File: config.mk
export PLATFORM = sky130hd
export DESIGN_NAME = vga_timing_rx_flat
export DESIGN_NICKNAME = d
export VERILOG_FILES = /design/src/rtl/vga_timing_rx_if.sv /design/src/rtl/vga_timing_rx.sv /design/src/flat_wrapper.sv
export SDC_FILE = /design/constraint.sdc
export NUM_CORES = 1
export LEC_CHECK = 0
export ABC_CLOCK_PERIOD_IN_PS = 7200
export CORE_MARGIN = 2
export CORE_UTILIZATION = 59
export DETAILED_ROUTE_END_ITERATION = 8
export GPL_TIMING_DRIVEN = 0
export PLACE_DENSITY = 0.85
export SLEW_MARGIN = 20
export SYNTH_ARGS = -nofsm -noshare
export SYNTH_HDL_FRONTEND = slang
export SYNTH_SLANG_ARGS = --single-unit
File: constraint.sdc
create_clock -name clk -period 7.2 [get_ports clk]
set_input_delay 1.08 -clock clk [delete_from_list [all_inputs] [get_ports clk]]
set_output_delay 1.08 -clock clk [all_outputs]
set_load 0.01 [all_outputs]
File: src/rtl/vga_timing_rx_if.sv
// VGA link bundle: sync pair plus 3-bit-per-channel colour, as driven by a
// generator (master) and sampled by a receiver (slave).
interface vga_timing_rx_if;
  logic       hsync;
  logic       vsync;
  logic [2:0] red;
  logic [2:0] green;
  logic [2:0] blue;

  modport master (output hsync, vsync, red, green, blue);
  modport slave  (input  hsync, vsync, red, green, blue);
endinterface

File: src/rtl/vga_timing_rx.sv
// VGA receive side: recovers pixel coordinates from the sync pair, measures
// line/frame totals and declares lock against the expected timing.
module vga_timing_rx #(
  parameter int unsigned H_ACTIVE        = 640,
  parameter int unsigned H_FP            = 16,
  parameter int unsigned H_SYNC          = 96,
  parameter int unsigned H_BP            = 48,
  parameter int unsigned V_ACTIVE        = 480,
  parameter int unsigned V_FP            = 10,
  parameter int unsigned V_SYNC          = 2,
  parameter int unsigned V_BP            = 33,
  parameter int unsigned SYNC_ACTIVE_LOW = 1,
  parameter int unsigned LOCK_FRAMES     = 2
) (
  input  logic              clk,
  input  logic              n_rst,
  vga_timing_rx_if.slave    link,
  output logic              pix_valid,
  output logic [9:0]        pix_x,
  output logic [9:0]        pix_y,
  output logic [8:0]        pix_rgb,
  output logic              frame_start,
  output logic              locked,
  output logic [11:0]       h_total,
  output logic [10:0]       v_total,
  output logic [7:0]        err_count
);

  localparam int unsigned H_TOTAL = H_ACTIVE + H_FP + H_SYNC + H_BP;
  localparam int unsigned V_TOTAL = V_ACTIVE + V_FP + V_SYNC + V_BP;
  localparam int unsigned H_START = H_SYNC + H_BP;
  localparam int unsigned H_END   = H_START + H_ACTIVE;
  localparam int unsigned V_START = V_SYNC + V_BP;
  localparam int unsigned V_END   = V_START + V_ACTIVE;

  typedef enum logic [1:0] {SEARCH, TRACK, LOCKED} state_t;

  state_t      state, next_state;
  logic [3:0]  good_cnt, good_cnt_nxt;

  logic        hs_in, vs_in;
  logic        hs_s, vs_s, hs_d, vs_d;
  logic [8:0]  rgb_s, rgb_d;
  logic [11:0] hcnt;
  logic [10:0] vcnt;
  logic        vs_pend, acc_bad, seen_line;

  logic        hs_lead, vs_lead, boundary;
  logic [12:0] h_len;
  logic [11:0] v_len;
  logic        line_bad_lead, h_sat, line_bad, frame_good;
  logic        lose;
  logic        h_act, v_act, pv_nxt, fs_nxt;
  logic [9:0]  px_nxt, py_nxt;

  // Syncs are normalised to "asserted = 1" before the input register.
  assign hs_in = (SYNC_ACTIVE_LOW != 0) ? ~link.hsync : link.hsync;
  assign vs_in = (SYNC_ACTIVE_LOW != 0) ? ~link.vsync : link.vsync;

  assign hs_lead  = hs_s & ~hs_d;
  assign vs_lead  = vs_s & ~vs_d;
  assign boundary = hs_lead & (vs_pend | vs_lead);

  always_comb begin
    h_len         = {1'b0, hcnt} + 13'd1;
    v_len         = {1'b0, vcnt} + 12'd1;
    line_bad_lead = hs_lead & ((h_len != 13'(H_TOTAL)) | ~seen_line);
    h_sat         = ~hs_lead & (hcnt == '1);
    line_bad      = line_bad_lead | h_sat;
    // The line closed by this hsync still belongs to the frame being judged.
    frame_good    = (v_len == 12'(V_TOTAL)) & ~acc_bad & ~line_bad_lead;
  end

  always_ff @(posedge clk or negedge n_rst) begin
    if (!n_rst) begin
      state    <= SEARCH;
      good_cnt <= '0;
    end else begin
      state    <= next_state;
      good_cnt <= good_cnt_nxt;
    end
  end

  always_comb begin
    next_state   = state;
    good_cnt_nxt = good_cnt;
    lose         = 1'b0;
    case (state)
      SEARCH: begin
        good_cnt_nxt = '0;
        if (boundary) next_state = TRACK;
      end
      TRACK: begin
        if (boundary) begin
          if (frame_good) begin
            good_cnt_nxt = good_cnt + 4'd1;
            if (({1'b0, good_cnt} + 5'd1) >= 5'(LOCK_FRAMES)) next_state = LOCKED;
          end else begin
            good_cnt_nxt = '0;
          end
        end
      end
      LOCKED: begin
        if (line_bad | (boundary & ~frame_good)) begin
          next_state = SEARCH;
          lose       = 1'b1;
        end
      end
      default: next_state = SEARCH;
    endcase
    if (h_sat) next_state = SEARCH;
  end

  always_comb begin
    h_act  = (hcnt >= 12'(H_START)) && (hcnt < 12'(H_END));
    v_act  = (vcnt >= 11'(V_START)) && (vcnt < 11'(V_END));
    px_nxt = 10'(hcnt - 12'(H_START));
    py_nxt = 10'(vcnt - 11'(V_START));
    pv_nxt = (next_state == LOCKED) & h_act & v_act;
    fs_nxt = pv_nxt & (px_nxt == '0) & (py_nxt == '0);
  end

  always_ff @(posedge clk or negedge n_rst) begin
    if (!n_rst) begin
      hs_s        <= 1'b0;
      vs_s        <= 1'b0;
      hs_d        <= 1'b0;
      vs_d        <= 1'b0;
      rgb_s       <= '0;
      rgb_d       <= '0;
      hcnt        <= '0;
      vcnt        <= '0;
      vs_pend     <= 1'b0;
      acc_bad     <= 1'b0;
      seen_line   <= 1'b0;
      h_total     <= '0;
      v_total     <= '0;
      err_count   <= '0;
      locked      <= 1'b0;
      pix_valid   <= 1'b0;
      frame_start <= 1'b0;
      pix_x       <= '0;
      pix_y       <= '0;
      pix_rgb     <= '0;
    end else begin
      hs_s  <= hs_in;
      vs_s  <= vs_in;
      hs_d  <= hs_s;
      vs_d  <= vs_s;
      rgb_s <= {link.red, link.green, link.blue};
      rgb_d <= rgb_s;

      if (hs_lead) begin
        hcnt      <= '0;
        h_total   <= h_len[11:0];
        seen_line <= 1'b1;
      end else if (hcnt != '1) begin
        hcnt <= hcnt + 12'd1;
      end

      if (boundary) begin
        vcnt    <= '0;
        v_total <= v_len[10:0];
      end else if (hs_lead && (vcnt != '1)) begin
        vcnt <= vcnt + 11'd1;
      end

      vs_pend <= (vs_pend | vs_lead) & ~hs_lead;

      if (boundary)      acc_bad <= 1'b0;
      else if (line_bad) acc_bad <= 1'b1;

      if (lose && (err_count != '1)) err_count <= err_count + 8'd1;

      locked      <= (next_state == LOCKED);
      pix_valid   <= pv_nxt;
      frame_start <= fs_nxt;
      // rgb_d lines up with hcnt/vcnt: both describe the sample taken two edges ago.
      if (pv_nxt) begin
        pix_x   <= px_nxt;
        pix_y   <= py_nxt;
        pix_rgb <= rgb_d;
      end
    end
  end

endmodule

File: src/flat_wrapper.sv
// flat-port wrapper written by rule: the top's interface ports become plain ports
module vga_timing_rx_flat 
#(
  parameter int unsigned H_ACTIVE        = 640,
  parameter int unsigned H_FP            = 16,
  parameter int unsigned H_SYNC          = 96,
  parameter int unsigned H_BP            = 48,
  parameter int unsigned V_ACTIVE        = 480,
  parameter int unsigned V_FP            = 10,
  parameter int unsigned V_SYNC          = 2,
  parameter int unsigned V_BP            = 33,
  parameter int unsigned SYNC_ACTIVE_LOW = 1,
  parameter int unsigned LOCK_FRAMES     = 2
)
  (clk, n_rst, pix_valid, pix_x, pix_y, pix_rgb, frame_start, locked, h_total, v_total, err_count, link_hsync, link_vsync, link_red, link_green, link_blue);
  vga_timing_rx_if link_i ();
  input  logic clk;
  input  logic n_rst;
  output logic pix_valid;
  output logic [9:0] pix_x;
  output logic [9:0] pix_y;
  output logic [8:0] pix_rgb;
  output logic frame_start;
  output logic locked;
  output logic [11:0] h_total;
  output logic [10:0] v_total;
  output logic [7:0] err_count;
  input wire logic [$bits(link_i.hsync)-1:0] link_hsync;
  input wire logic [$bits(link_i.vsync)-1:0] link_vsync;
  input wire logic [$bits(link_i.red)-1:0] link_red;
  input wire logic [$bits(link_i.green)-1:0] link_green;
  input wire logic [$bits(link_i.blue)-1:0] link_blue;
  assign link_i.hsync = link_hsync;
  assign link_i.vsync = link_vsync;
  assign link_i.red = link_red;
  assign link_i.green = link_green;
  assign link_i.blue = link_blue;
  vga_timing_rx #(.H_ACTIVE(H_ACTIVE), .H_FP(H_FP), .H_SYNC(H_SYNC), .H_BP(H_BP), .V_ACTIVE(V_ACTIVE), .V_FP(V_FP), .V_SYNC(V_SYNC), .V_BP(V_BP), .SYNC_ACTIVE_LOW(SYNC_ACTIVE_LOW), .LOCK_FRAMES(LOCK_FRAMES)) u_core (.clk(clk), .n_rst(n_rst), .link(link_i), .pix_valid(pix_valid), .pix_x(pix_x), .pix_y(pix_y), .pix_rgb(pix_rgb), .frame_start(frame_start), .locked(locked), .h_total(h_total), .v_total(v_total), .err_count(err_count));
endmodule
Figure 1. Congestion heat map (run 1).
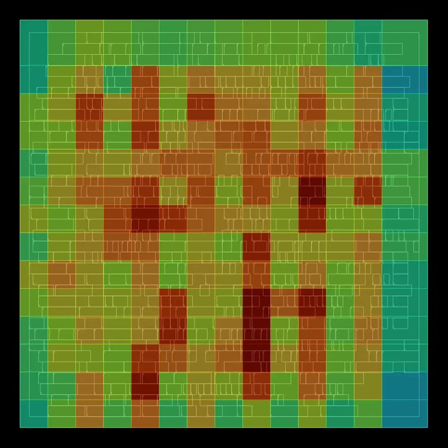
DR WL/cell: 17.79 µm
GRT Total Usage: 27.81%
met2 Use GR: 43.08%
Top Usage Layer GRT: met2
grt met1 use: 37.26%

Figure 2. Where the registers sit (run 1).
(4 px per µm) Other sequential cells in the stronger grey, the rest of the logic in the fainter grey.
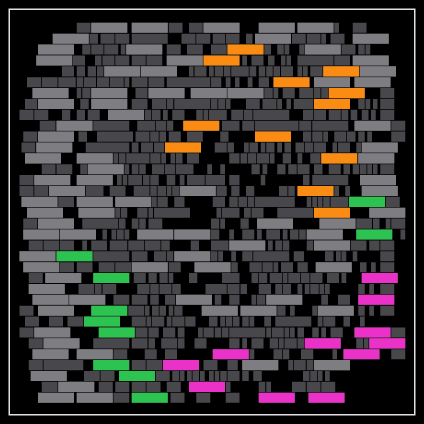
| netlist name | colour | sequential cells |
|---|---|---|
| u_core.pix_y | green | 10 |
| u_core.hcnt | orange | 12 |
| u_core.v_total | magenta | 11 |
not coloured: 84
Core Util, Final: 76.78%
Seq power: 0.000713 W

==> flow_metrics.tcl, run 1 <==
# implementation run metrics
set metrics [dict create \
    finalClockPeriodUsage_pct 42.73 \
    rsz0062_at_grt "no" \
    logic_gates 355 \
    postRouteAntennaNets 0 \
    gp_congestion 0.9095 \
    p_clk_share_pct 48.8 \
    regArea_um2 2928 \
    die_area_um2 10200 \
    outcome "complete, no violations" \
    cts_buffers 17 \
    comb_power_share_pct 9.9 \
    p_leak_nw 3.052 \
    root_buffer "clkbuf_8" \
    xor_share_pct 6.467 \
    yosys_area_um2 5553 \
    clk_pin_slew_ns 0.06 \
    setup_viol 0 \
    worst-path-max-fanout 10 \
    layout.nets 642 \
    rr_startpoint "u_core.vcnt[1]" \
    warnings 33 \
    syn-cell-area_um2 5553 \
    cp-start-kind "register" \
    fp.dieH_um 101.0 \
    synth-cells-yosys 522 \
    coreArea_um2 9196 \
    place_inst 709 \
    via_per_inst 5.923 \
    ys_sh_adder_pct 2.704 \
    met3_usage_pct 6.103 \
    min_to "u_core.rgb_d[8]" \
    syn2layout_area_growth_pct 27.15 \
    initial_utilization_pct 60.38 \
    route.met2.wl_um 6259 \
    internal-power_w 0.001297 \
    hold_viol 0 \
    io-pin-count 76 \
    comb-power_w 0.000170 \
    avgSynthCellArea_um2 10.64 \
    period_needed_ns 3.077 \
    worstRegToRegCells 10 \
    buf_share_pct 13.41 \
]
Figure 3. Routed metal, one colour a layer (run 1).
(4 px per µm) Only two layers are drawn.
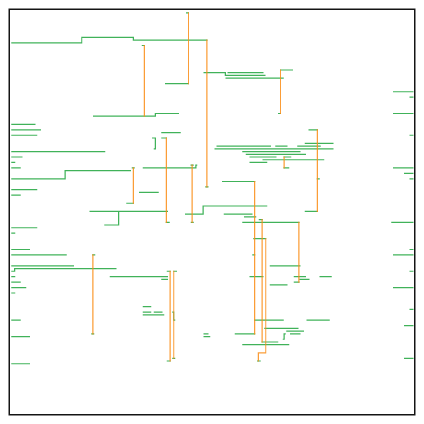
| layer | colour | wire length |
|---|---|---|
| met4 | orange | 330 µm |
| met3 | green | 676 µm |
final WL: 13180 µm
Via Count: 4389

==> run 1 -> run 2 <==
- ABC_CLOCK_PERIOD_IN_PS: 7200 -> 2900
- CORE_UTILIZATION: 59 -> 55
- PLACE_DENSITY: 0.85 -> 0.8
- clock period: 7.2 -> 2.9 ns (I/O delays scaled with it)
Figure 4. The metal 1 layer (run 2).
(6 px per µm) Supply wires on this layer in grey. Cells faint in the background.
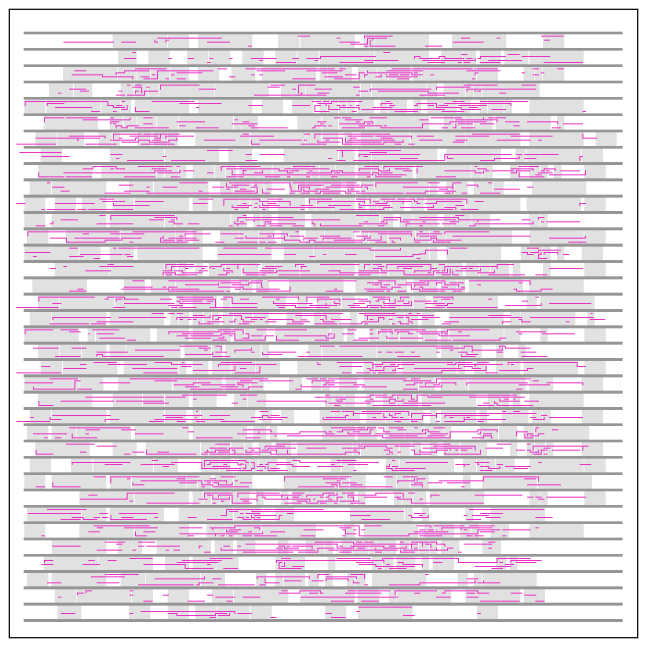
main direction: horizontal
wire length on this layer: 5520 µm
longest straight run: 29.0 µm
nets with wire on the layer: 596
Via Count: 4545
final WL: 13420 µm
grt met1 use: 31.83%

Figure 5. The metal 4 layer (run 2).
(4 px per µm) Supply wires on this layer in grey.
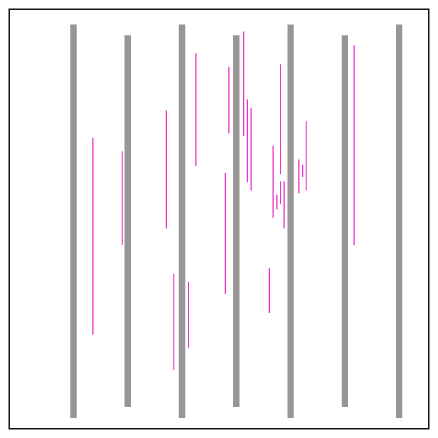
longest straight run: 49.6 µm
main direction: vertical
nets with wire on the layer: 17
wire length on this layer: 436 µm
share of all routed wire: 3.3%

==> run 2 against run 1 <==
Via count up 3.6%. Clock-buffer cell count unchanged. Setup slack got worse by 4.1 ns. Sequential share of layout area shrank 1.4 points. Clock power grew 150%. Register-to-register slack lost 4.1 ns. Non-clock buffer count is 12 higher. Hold slack got worse by 0.0024 ns. Maximum frequency is 6.5% higher. Clock skew about the same. Largest power group unchanged.
==> flow_metrics.tcl, run 2 <==
# implementation run metrics
set metrics [dict create \
    layout.nets 654 \
    fp.dieH_um 104.5 \
    buf_share_pct 14.48 \
    worstRegToRegCells 10 \
    cts_buffers 17 \
    comb_power_share_pct 10.4 \
    syn-cell-area_um2 5553 \
    p_leak_nw 3.131 \
    rsz0062_at_grt "yes" \
    die_area_um2 10920 \
    place_inst 731 \
    yosys_area_um2 5553 \
    final_util_pct 74.78 \
    setup_viol 0 \
    comb-power_w 0.000445 \
    gp_congestion 0.8944 \
    io-pin-count 76 \
    xor_share_pct 6.467 \
    seq_cell_power_w 0.00177 \
    root_buffer "clkbuf_8" \
    via_per_inst 5.865 \
    initial_utilization_pct 56.81 \
    coreArea_um2 9774 \
    grtUsageTotal_pct 24.36 \
    use_met2_pct 39.73 \
    ys_sh_adder_pct 2.704 \
    wire_per_inst_um 17.32 \
    avgSynthCellArea_um2 10.64 \
    top_usage_layer "met2" \
    period_needed_ns 2.888 \
    outcome "complete, no violations" \
    met3_usage_pct 5.326 \
    synth-cells-yosys 522 \
    clk_pin_slew_ns 0.06 \
    finalClockPeriodUsage_pct 99.60 \
    rr_startpoint "u_core.hcnt[4]" \
    route.met2.wl_um 6449 \
    p_clk_share_pct 48.3 \
    postRouteAntennaNets 0 \
]
No activity file was given, so power comes from the tool's default toggle rates.
